===== config.mk =====
export PLATFORM = sky130hd
export DESIGN_NAME = dram_line_bridge
export DESIGN_NICKNAME = d
export VERILOG_FILES = /design/src/rtl/dram_bridge_pkg.sv /design/src/rtl/dram_line_merge.sv /design/src/rtl/dram_line_bridge.sv
export SDC_FILE = /design/constraint.sdc
export NUM_CORES = 1
export LEC_CHECK = 0
export ABC_CLOCK_PERIOD_IN_PS = 3300
export CORE_ASPECT_RATIO = 1.2
export CORE_MARGIN = 10
export CORE_UTILIZATION = 57
export CTS_BUF_LIST = sky130_fd_sc_hd__clkbuf_4 sky130_fd_sc_hd__clkbuf_8
export CTS_CLUSTER_DIAMETER = 50
export DETAILED_ROUTE_END_ITERATION = 8
export PLACE_DENSITY = 0.95
export SYNTH_ARGS = -nofsm -noshare
export SYNTH_HDL_FRONTEND = slang
export SYNTH_HIERARCHICAL = 1
export SYNTH_SLANG_ARGS = --single-unit

===== constraint.sdc =====
create_clock -name clk -period 3.3 [get_ports clk]
set_input_delay 0.66 -clock clk [delete_from_list [all_inputs] [get_ports clk]]
set_output_delay 0.66 -clock clk [all_outputs]
set_load 0.005 [all_outputs]

===== src/rtl/dram_bridge_pkg.sv =====
// Shared types and line geometry for the 32-bit word to 128-bit line bridge.
package dram_bridge_pkg;

  localparam int LINE_W       = 128;
  localparam int OFFSET_W     = 4;
  localparam int WORD_SEL_LSB = 2;
  localparam int WORD_W       = 32;
  localparam int WORDS        = LINE_W / WORD_W;

  typedef enum logic [1:0] {
    IDLE,
    RESP,
    EVICT,
    FILL
  } state_e;

endpackage


===== src/rtl/dram_line_merge.sv =====
// Byte-strobe merge of one 32-bit word into a 128-bit line, plus read-back
// of the selected word after the merge.
module dram_line_merge
  import dram_bridge_pkg::*;
(
  input  logic [LINE_W-1:0] line_i,
  input  logic [1:0]        word_sel_i,
  input  logic [3:0]        wstrb_i,
  input  logic [31:0]       wdata_i,
  output logic [LINE_W-1:0] line_o,
  output logic [31:0]       word_o
);

  genvar gi, gj;
  generate
    for (gi = 0; gi < WORDS; gi++) begin : g_word
      for (gj = 0; gj < 4; gj++) begin : g_byte
        assign line_o[32*gi + 8*gj +: 8] =
          (word_sel_i == 2'(gi) && wstrb_i[gj]) ? wdata_i[8*gj +: 8]
                                                : line_i[32*gi + 8*gj +: 8];
      end
    end
  endgenerate

  assign word_o = line_o[{word_sel_i, 5'b0} +: 32];

endmodule


===== src/rtl/dram_line_bridge.sv =====
// Word-to-line bridge in front of dram_control with a single write-back line
// buffer. Optional flush port pair is enabled by DRAM_BRIDGE_FLUSH_EN.
module dram_line_bridge
  import dram_bridge_pkg::*;
#(
  parameter int ADDR_W = 32
) (
  input  logic              clk,
  input  logic              reset,
`ifdef DRAM_BRIDGE_FLUSH_EN
  input  logic              flush_req,
  output logic              flush_done,
`endif
  input  logic              cpu_valid,
  output logic              cpu_ready,
  input  logic [ADDR_W-1:0] cpu_addr,
  input  logic [3:0]        cpu_wstrb,
  input  logic [31:0]       cpu_wdata,
  output logic [31:0]       cpu_rdata,
  output logic              mem_valid,
  input  logic              mem_ready,
  output logic [ADDR_W-1:0] mem_addr,
  output logic              mem_wmask,
  output logic [LINE_W-1:0] mem_wdata,
  input  logic [LINE_W-1:0] mem_rdata
);

  localparam int TAG_W = ADDR_W - OFFSET_W;

  state_e              state_q, state_d;
  logic [LINE_W-1:0]   line_q, line_d;
  logic [TAG_W-1:0]    tag_q, tag_d;
  logic                line_valid_q, line_valid_d;
  logic                line_dirty_q, line_dirty_d;
  logic                cpu_ready_q, cpu_ready_d;
  logic [31:0]         cpu_rdata_q, cpu_rdata_d;
  logic                mem_valid_q, mem_valid_d;
  logic                mem_wmask_q, mem_wmask_d;
  logic [ADDR_W-1:0]   mem_addr_q, mem_addr_d;
  logic [LINE_W-1:0]   mem_wdata_q, mem_wdata_d;
`ifdef DRAM_BRIDGE_FLUSH_EN
  logic                flush_done_q, flush_done_d;
  logic                flush_op_q, flush_op_d;
`endif

  logic [TAG_W-1:0]    cpu_tag;
  logic [1:0]          word_sel;
  logic                hit;
  logic [LINE_W-1:0]   merged_line;
  logic [31:0]         merged_word;
  logic                unused_addr_bits;

  assign cpu_tag          = cpu_addr[ADDR_W-1:OFFSET_W];
  assign word_sel         = cpu_addr[WORD_SEL_LSB +: 2];
  assign hit              = line_valid_q && (tag_q == cpu_tag);
  assign unused_addr_bits = ^cpu_addr[WORD_SEL_LSB-1:0];

  dram_line_merge u_merge (
    .line_i     (line_q),
    .word_sel_i (word_sel),
    .wstrb_i    (cpu_wstrb),
    .wdata_i    (cpu_wdata),
    .line_o     (merged_line),
    .word_o     (merged_word)
  );

  always_comb begin
    state_d      = state_q;
    line_d       = line_q;
    tag_d        = tag_q;
    line_valid_d = line_valid_q;
    line_dirty_d = line_dirty_q;
    cpu_ready_d  = 1'b0;
    cpu_rdata_d  = cpu_rdata_q;
    mem_valid_d  = mem_valid_q;
    mem_wmask_d  = mem_wmask_q;
    mem_addr_d   = mem_addr_q;
    mem_wdata_d  = mem_wdata_q;
`ifdef DRAM_BRIDGE_FLUSH_EN
    flush_done_d = 1'b0;
    flush_op_d   = flush_op_q;
`endif

    case (state_q)
      IDLE: begin
`ifdef DRAM_BRIDGE_FLUSH_EN
        if (flush_req) begin
          if (line_valid_q && line_dirty_q) begin
            flush_op_d = 1'b1;
            state_d    = EVICT;
          end else begin
            line_valid_d = 1'b0;
            flush_done_d = 1'b1;
          end
        end else
`endif
        if (cpu_valid) begin
          if (hit) begin
            line_d      = merged_line;
            cpu_rdata_d = merged_word;
            cpu_ready_d = 1'b1;
            state_d     = RESP;
            if (|cpu_wstrb) line_dirty_d = 1'b1;
          end else if (line_dirty_q) begin
            state_d = EVICT;
          end else begin
            state_d = FILL;
          end
        end
      end

      RESP: state_d = IDLE;

      // The first cycle in EVICT/FILL loads the request; mem_valid_q being
      // low marks that entry cycle since it stays high until the handshake.
      EVICT: begin
        if (!mem_valid_q) begin
          mem_valid_d = 1'b1;
          mem_wmask_d = 1'b1;
          mem_addr_d  = {tag_q, {OFFSET_W{1'b0}}};
          mem_wdata_d = line_q;
        end else if (mem_ready) begin
          mem_valid_d  = 1'b0;
          line_dirty_d = 1'b0;
          state_d      = FILL;
`ifdef DRAM_BRIDGE_FLUSH_EN
          if (flush_op_q) begin
            flush_op_d   = 1'b0;
            line_valid_d = 1'b0;
            flush_done_d = 1'b1;
            state_d      = IDLE;
          end
`endif
        end
      end

      FILL: begin
        if (!mem_valid_q) begin
          mem_valid_d = 1'b1;
          mem_wmask_d = 1'b0;
          mem_addr_d  = {cpu_tag, {OFFSET_W{1'b0}}};
        end else if (mem_ready) begin
          mem_valid_d  = 1'b0;
          line_d       = mem_rdata;
          tag_d        = cpu_tag;
          line_valid_d = 1'b1;
          line_dirty_d = 1'b0;
          state_d      = IDLE;
        end
      end

      default: state_d = IDLE;
    endcase
  end

  always_ff @(posedge clk) begin
    if (reset) begin
      state_q      <= IDLE;
      line_q       <= '0;
      tag_q        <= '0;
      line_valid_q <= 1'b0;
      line_dirty_q <= 1'b0;
      cpu_ready_q  <= 1'b0;
      cpu_rdata_q  <= '0;
      mem_valid_q  <= 1'b0;
      mem_wmask_q  <= 1'b0;
      mem_addr_q   <= '0;
      mem_wdata_q  <= '0;
`ifdef DRAM_BRIDGE_FLUSH_EN
      flush_done_q <= 1'b0;
      flush_op_q   <= 1'b0;
`endif
    end else begin
      state_q      <= state_d;
      line_q       <= line_d;
      tag_q        <= tag_d;
      line_valid_q <= line_valid_d;
      line_dirty_q <= line_dirty_d;
      cpu_ready_q  <= cpu_ready_d;
      cpu_rdata_q  <= cpu_rdata_d;
      mem_valid_q  <= mem_valid_d;
      mem_wmask_q  <= mem_wmask_d;
      mem_addr_q   <= mem_addr_d;
      mem_wdata_q  <= mem_wdata_d;
`ifdef DRAM_BRIDGE_FLUSH_EN
      flush_done_q <= flush_done_d;
      flush_op_q   <= flush_op_d;
`endif
    end
  end

  assign cpu_ready = cpu_ready_q;
  assign cpu_rdata = cpu_rdata_q;
  assign mem_valid = mem_valid_q;
  assign mem_wmask = mem_wmask_q;
  assign mem_addr  = mem_addr_q;
  assign mem_wdata = mem_wdata_q;
`ifdef DRAM_BRIDGE_FLUSH_EN
  assign flush_done = flush_done_q;
`endif

endmodule

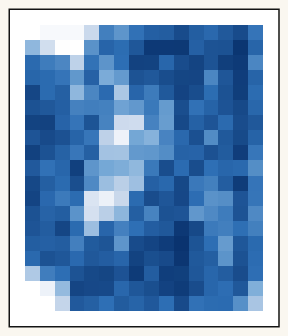
Figure 1: placement density heat map.
18 x 21 tiles, from white (low) to dark blue (high), 0 to 100% covered.
nearly empty tiles: 21%
mean over tiles: 58%
tiles over 75% full: 50%
fullest tile: 99%
densest ninth of the die: south
emptiest ninth of the die: north-west

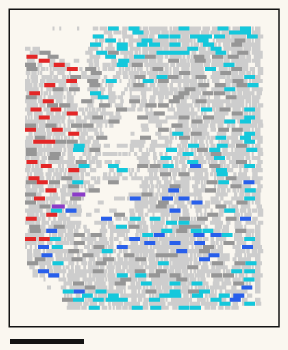
Figure 2: sequential cells grouped by signal name.
The bar under the picture is 50 µm long.
[red] mem_addr | flops: 28
[purple] state_q | flops: 2
[cyan] mem_wdata | flops: 128
[blue] cpu_rdata | flops: 32

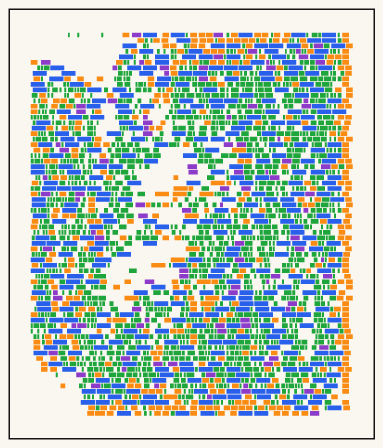
Figure 3: cell classes on the final placement.
[blue] flip-flops | cells: 351
[green] all other logic | cells: 1584
[purple] clock drivers and dummy loads | cells: 99
[orange] other buffers and delay cells | cells: 425

==> results.ini <==
[timing]
worst_slack_ns=0.620
setup_violations=0
tightest_slew_ns=0.995
period_used_share=0.812

[route]
drc=0
viasPerCell=6.44

[power]
p_sw_mw=2.50

[placement]
portBuffers=388
place_worst_setup_slack_ns=0.0837

[finish]
final_layout_top_logic_cell=nand2_1
drive_gt1_frac=0.129
area_growth_pct=29.2
nets=2616

[grt]
first_global_vias=18000

[setup_path]
critPathArrivalTime_ns=3.16
criticalPathCategory=input port to flip-flop
crit_fanout=52
crit_path_end_kind=flip-flop

[synthesis]
ys_top_logic_family=AND-OR/OR-AND gates
yosysWarnings=6
yosys_most_used_dff=dfxtp_1
yosysUniqueCellTypes=41
syn_area_um2=17600
synth-simple-area-share=0.165
adder_share=0
yosysMostFrequentCell=nand2_1

[floorplanning]
die_w_um=180
die_h_um=212
io-pin-count=395

[clocking]
root_buffer=clkbuf_8
clk_pin_slew_ns=0.07
cts_setup_buffers=0

[run_status]
status=finished clean

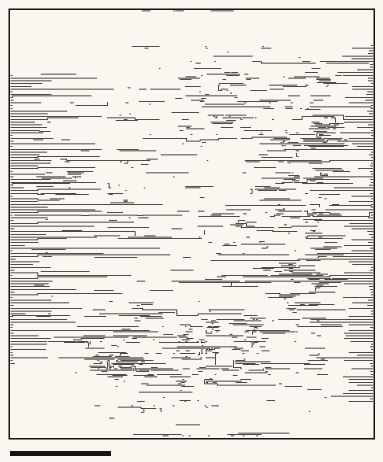
Figure 4: signal wires on met3.
The bar under the picture is 50 µm long.
nets with wire on the layer: 544
wire length on this layer: 8580 µm
share of all routed wire: 12%

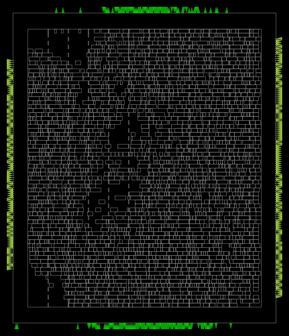
Figure 5: placement view.
Tap Cells: 396
fin cells: 2862

==> flip-flops by register name, summed over array words and instances, names as in the netlist, 2 cells and up <==
signal     cells
line_q       128
mem_wdata    128
cpu_rdata     32
mem_addr      28
tag_q         28
state_q        2
==> per-layer routing <==
metal | up-vias | wire [µm] | global-route usage
met3 | 324 | 8580 | 0.116
met4 | 10 | 5910 | 0.266
met1 | 8676 | 23300 | 0.376
met5 | - | 55 | 0
met2 | 1349 | 32700 | 0.558
li1 | 8081 | - | -
==> final timing paths <==
| kind | end | startpoint |
|---|---|---|
| hold / removal | mem_wdata[67]$_SDFFE_PP0P_ | mem_wdata[67]$_SDFFE_PP0P_ |
| setup reg to reg | line_q[74]$_SDFFE_PP0P_ | tag_q[10]$_SDFFE_PP0P_ |
| setup / recovery | line_q[74]$_SDFFE_PP0P_ | cpu_addr[27] |
| hold reg to reg | mem_wdata[67]$_SDFFE_PP0P_ | mem_wdata[67]$_SDFFE_PP0P_ |
==> metrics by stage <==
step	area, µm²	utilization
CTS	22700	0.744
floorplan	17600	-
detailed placement	21500	0.706
global route	22700	0.745
finish	22700	0.745
global placement	21500	0.706
==> layout make-up <==
cell class,count,area (µm²)
Inverter,165,619
Antenna cell,7,17.5
Multi-Input combinational cell,1419,9000
Timing Repair Buffer,425,4360
Fill cell,2101,7780
Sequential cell,351,7030
Tap cell,396,495
Clock inverter,8,48.8
Clock buffer,91,1130
==> critical path, cell delays in order <==
cell	delay [ns]
clkdlybuf4s50_1	0.59
nand2b_1	0.14
o2111ai_1	0.14
nor4_1	0.43
nand4_1	0.21
buf_4	0.24
buf_12	0.21
a221oi_1	0.42
a211oi_1	0.09
